==> run_1/layer_met3.png <==
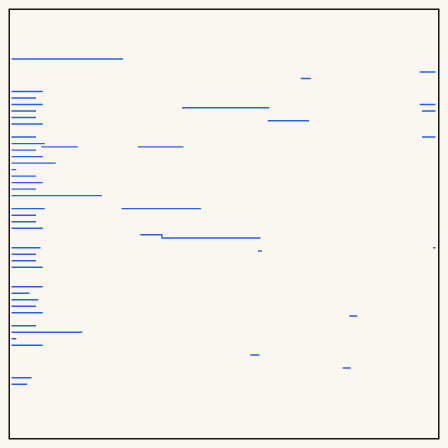
==> run_1/io_placement.png <==
Pins as bars across the die edge, other pins in grey.
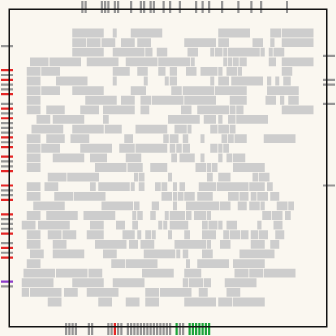
==> run_1/congestion.png <==
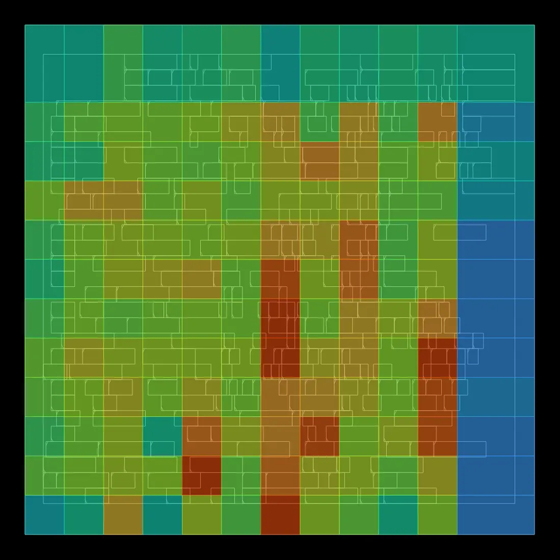
==> config.mk <==
export PLATFORM = sky130hd
export DESIGN_NAME = range_frame_ctrl
export DESIGN_NICKNAME = d
export VERILOG_FILES = /design/src/rtl/range_frame_ctrl.sv
export SDC_FILE = /design/constraint.sdc
export NUM_CORES = 1
export LEC_CHECK = 0
export CAP_MARGIN = 25
export CORE_MARGIN = 3
export CORE_UTILIZATION = 50
export CTS_CLUSTER_SIZE = 10
export DETAILED_ROUTE_END_ITERATION = 8
export DONT_BUFFER_PORTS = 1
export SLEW_MARGIN = 20
export SYNTH_ARGS = -nofsm -noshare
export SYNTH_HDL_FRONTEND = slang
export SYNTH_SLANG_ARGS = --single-unit
export TNS_END_PERCENT = 20
==> constraint.sdc <==
create_clock -name clock -period 3.82 [get_ports clock]
set_clock_uncertainty 0.05 [all_clocks]
set_input_delay 0.382 -clock clock [delete_from_list [all_inputs] [get_ports clock]]
set_output_delay 0.382 -clock clock [all_outputs]
set_load 0.01 [all_outputs]
==> metrics.cfg, run 1 <==
[status]
status = finished, final reports clean

[layout]
comb_area_share_pct = 45.0
buffer_area_share_pct = 0.410
inverters = 10
logic_gate_count = 201

[worst_setup_path]
cpMaxStageDelayCell = dfstp_2
critPathMaxFanout = 16

[synthesis]
yosys_area_sq_mm = 0.00348
ys_dominant_reg_cell = dfrtp_1
yosys.area_share.adder_pct = 2.16
synth-edff-count = 0
syn_inst = 291

[power]
power.switching_mw = 1.16
power.density_mw_per_mm2 = 816

[flow_run]
openroad.warnings = 28

[drt]
viasPerCell = 5.83
route.met3.wl_um = 328

[sta]
whs_ns = 0.0325

[clock_tree]
h-tree-depth = 3

[place]
dpl_cell_area_sq_mm = 0.00350

-- layer_met3.png (at the start) --
45 nets have wire on it. The layer holds 5.0% of the routed length. The layer carries 328 um of wire. The wires run mostly horizontal. The longest straight run is 23.0 um.
DR vias: 2182
M3 GR Usage: 4.88%
final wirelength: 6.59 mm

-- io_placement.png (at the start) --
cfg_len: in green, pins 8, direction input, edge bottom. in_data: in red, pins 16, direction input, edge 15 left, 1 bottom. err: in purple, pins 1, direction output, edge left.
All pins by edge: 36 left, 35 bottom, 23 top, 5 right.
Die Wd: 89.5 um
Die Ht: 89.5 um
IO Port Bufs: 0

-- congestion.png (at the start) --
wire per inst: 17.6 um
Final Util: 56.0%
met2 Resource Use GR: 26.1%

-- run 1: cell usage after synthesis, drive strengths merged, types with 3 or more instances --
master	count	area [sq um]
o211ai	3	27.5
mux2i	3	30.0
dfrtp	67	1680
nand3	5	30.0
o21ai	14	70.1
nor3	4	20.0
nand4	5	31.3
ha	6	75.1
clkbuf	4	15.0
xor2	9	78.8
and3	5	31.3
inv	10	37.5
mux2	55	657
buf	8	80.1
nand2	17	63.8
nor2	16	60.1
xnor2	15	131
nor3b	3	22.5
a21oi	12	60.1
-- run 1: worst reg2reg max path, cell delays in order, from the launching register on --
cell and delay [ns]:
dfstp_2 0.57, inv_1 0.07, ha_1 0.30, o21bai_1 0.20, a211o_1 0.29, a21oi_1 0.29, o2111ai_2 0.21, o21a_1 0.52
mux2_4 0.42
==> inputs of run 2 (changes only) <==
- CTS_CLUSTER_SIZE: 10 -> 30
==> run_2/io_placement.png <==
Pins as bars across the die edge, other pins in grey.
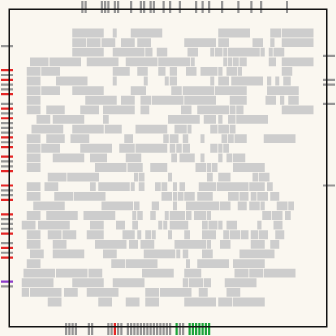
cfg_len: in green, pins 8, direction input, edge bottom. in_data: in red, pins 16, direction input, edge 15 left, 1 bottom. err: in purple, pins 1, direction output, edge left.
All pins by edge: 36 left, 35 bottom, 23 top, 5 right.

==> run_2/layer_met3.png <==
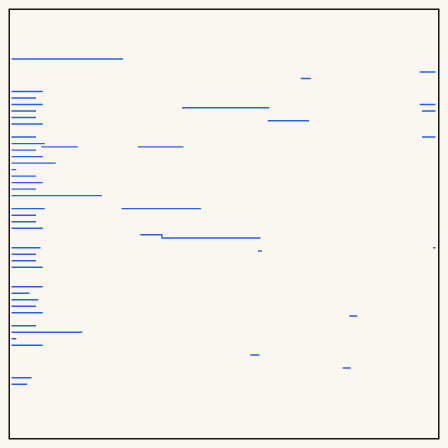
The layer carries 328 um of wire. The wires run mostly horizontal. The layer holds 5.0% of the routed length.

==> run_2/wires.png <==
Two of the layers only.
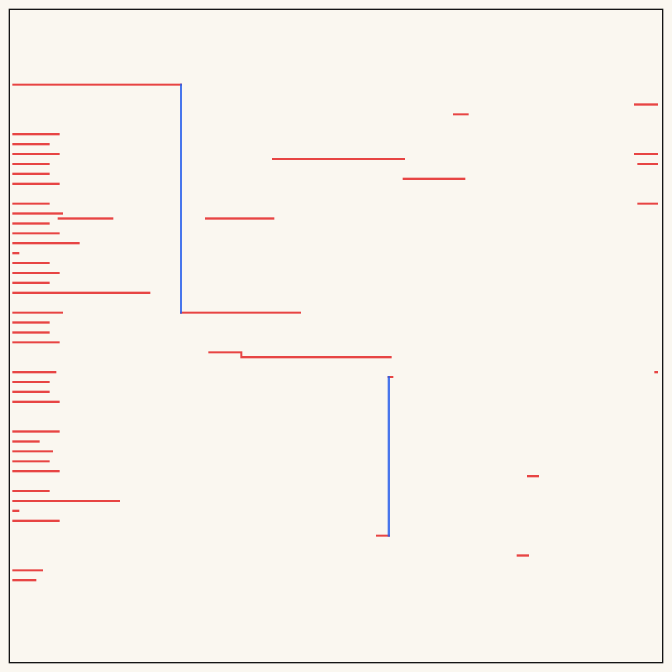
metal 4: in blue, wire length 53.0 um. metal 3: in red, wire length 328 um.
GR Util All Layers: 17.1%

==> run 2 against run 1 <==
  * Power is the same
  * Worst setup slack is the same
  * Fmax is the same
  * Global-route usage is the same
  * Largest cell class unchanged
==> metrics.cfg, run 2 <==
[status]
status = finished, final reports clean

[floorplanning]
die_y_um = 89.5  ; unchanged
dieWidth_um = 89.5  ; unchanged

[synthesis]
yosys_area_sq_mm = 0.00348  ; unchanged
top_cell = dfrtp_1
yosysTopAreaCell = dfrtp_1
common_cells = dfrtp_1 (67), mux2_2 (45), nand2_1 (17), nor2_1 (16), xnor2_1 (15)
area_leaders = dfrtp_1 (48%), mux2_2 (15%), mux2_4 (4.3%)
top_area_share_pct = 48.1  ; unchanged
yosys.area_share.adder_pct = 2.16  ; unchanged
ys_dominant_reg_cell = dfrtp_1
synth-edff-count = 0  ; unchanged

[layout]
comb_area_share_pct = 45.0  ; unchanged
utilization_pct = 56.0  ; unchanged
logic_gate_count = 201  ; unchanged

[worst_setup_path]
cpMaxStageDelayCell = dfstp_2

[sta]
whs_ns = 0.0325  ; unchanged

[place]
dpl_cell_area_sq_mm = 0.00350  ; unchanged

[power]
power.switching_mw = 1.16  ; unchanged
power.density_mw_per_mm2 = 816  ; unchanged

[clock_tree]
h-tree-depth = 3  ; unchanged

[global_route]
met2_usage_pct = 26.1  ; unchanged

[drt]
wl_per_cell_um = 17.6  ; unchanged
vias = 2182  ; unchanged
route.met3.wl_um = 328  ; unchanged
viasPerCell = 5.83  ; unchanged

[flow_run]
openroad.warnings = 28  ; unchanged

==> run 2: cell counts after synthesis <==
Identical to the previous run, type by type.
==> run 2: power by group through the flow <==
stage | Sequential [mW] | Combinational [mW] | Clock (mW)
floorplan | 1.21 | 1.13 | 0
global placement | 1.31 | 1.18 | 0
detailed placement | 1.31 | 1.21 | 0
CTS | 1.30 | 1.20 | 0.515
global route | 1.34 | 1.31 | 0.548
finish | 1.30 | 1.19 | 0.497
==> run 2: critical path, delay by kind of cell (launching register included) <==
family,cells,cell delay [ns]
AND-OR/OR-AND,4,0.99
adder cells (fa/ha/maj),1,0.30
buffers and inverters,1,0.07
flip-flops,1,0.57
multiplexers,1,0.42
AND/OR/NAND/NOR,1,0.35
Power figures rest on the tool's default switching activity, not on a simulated workload.
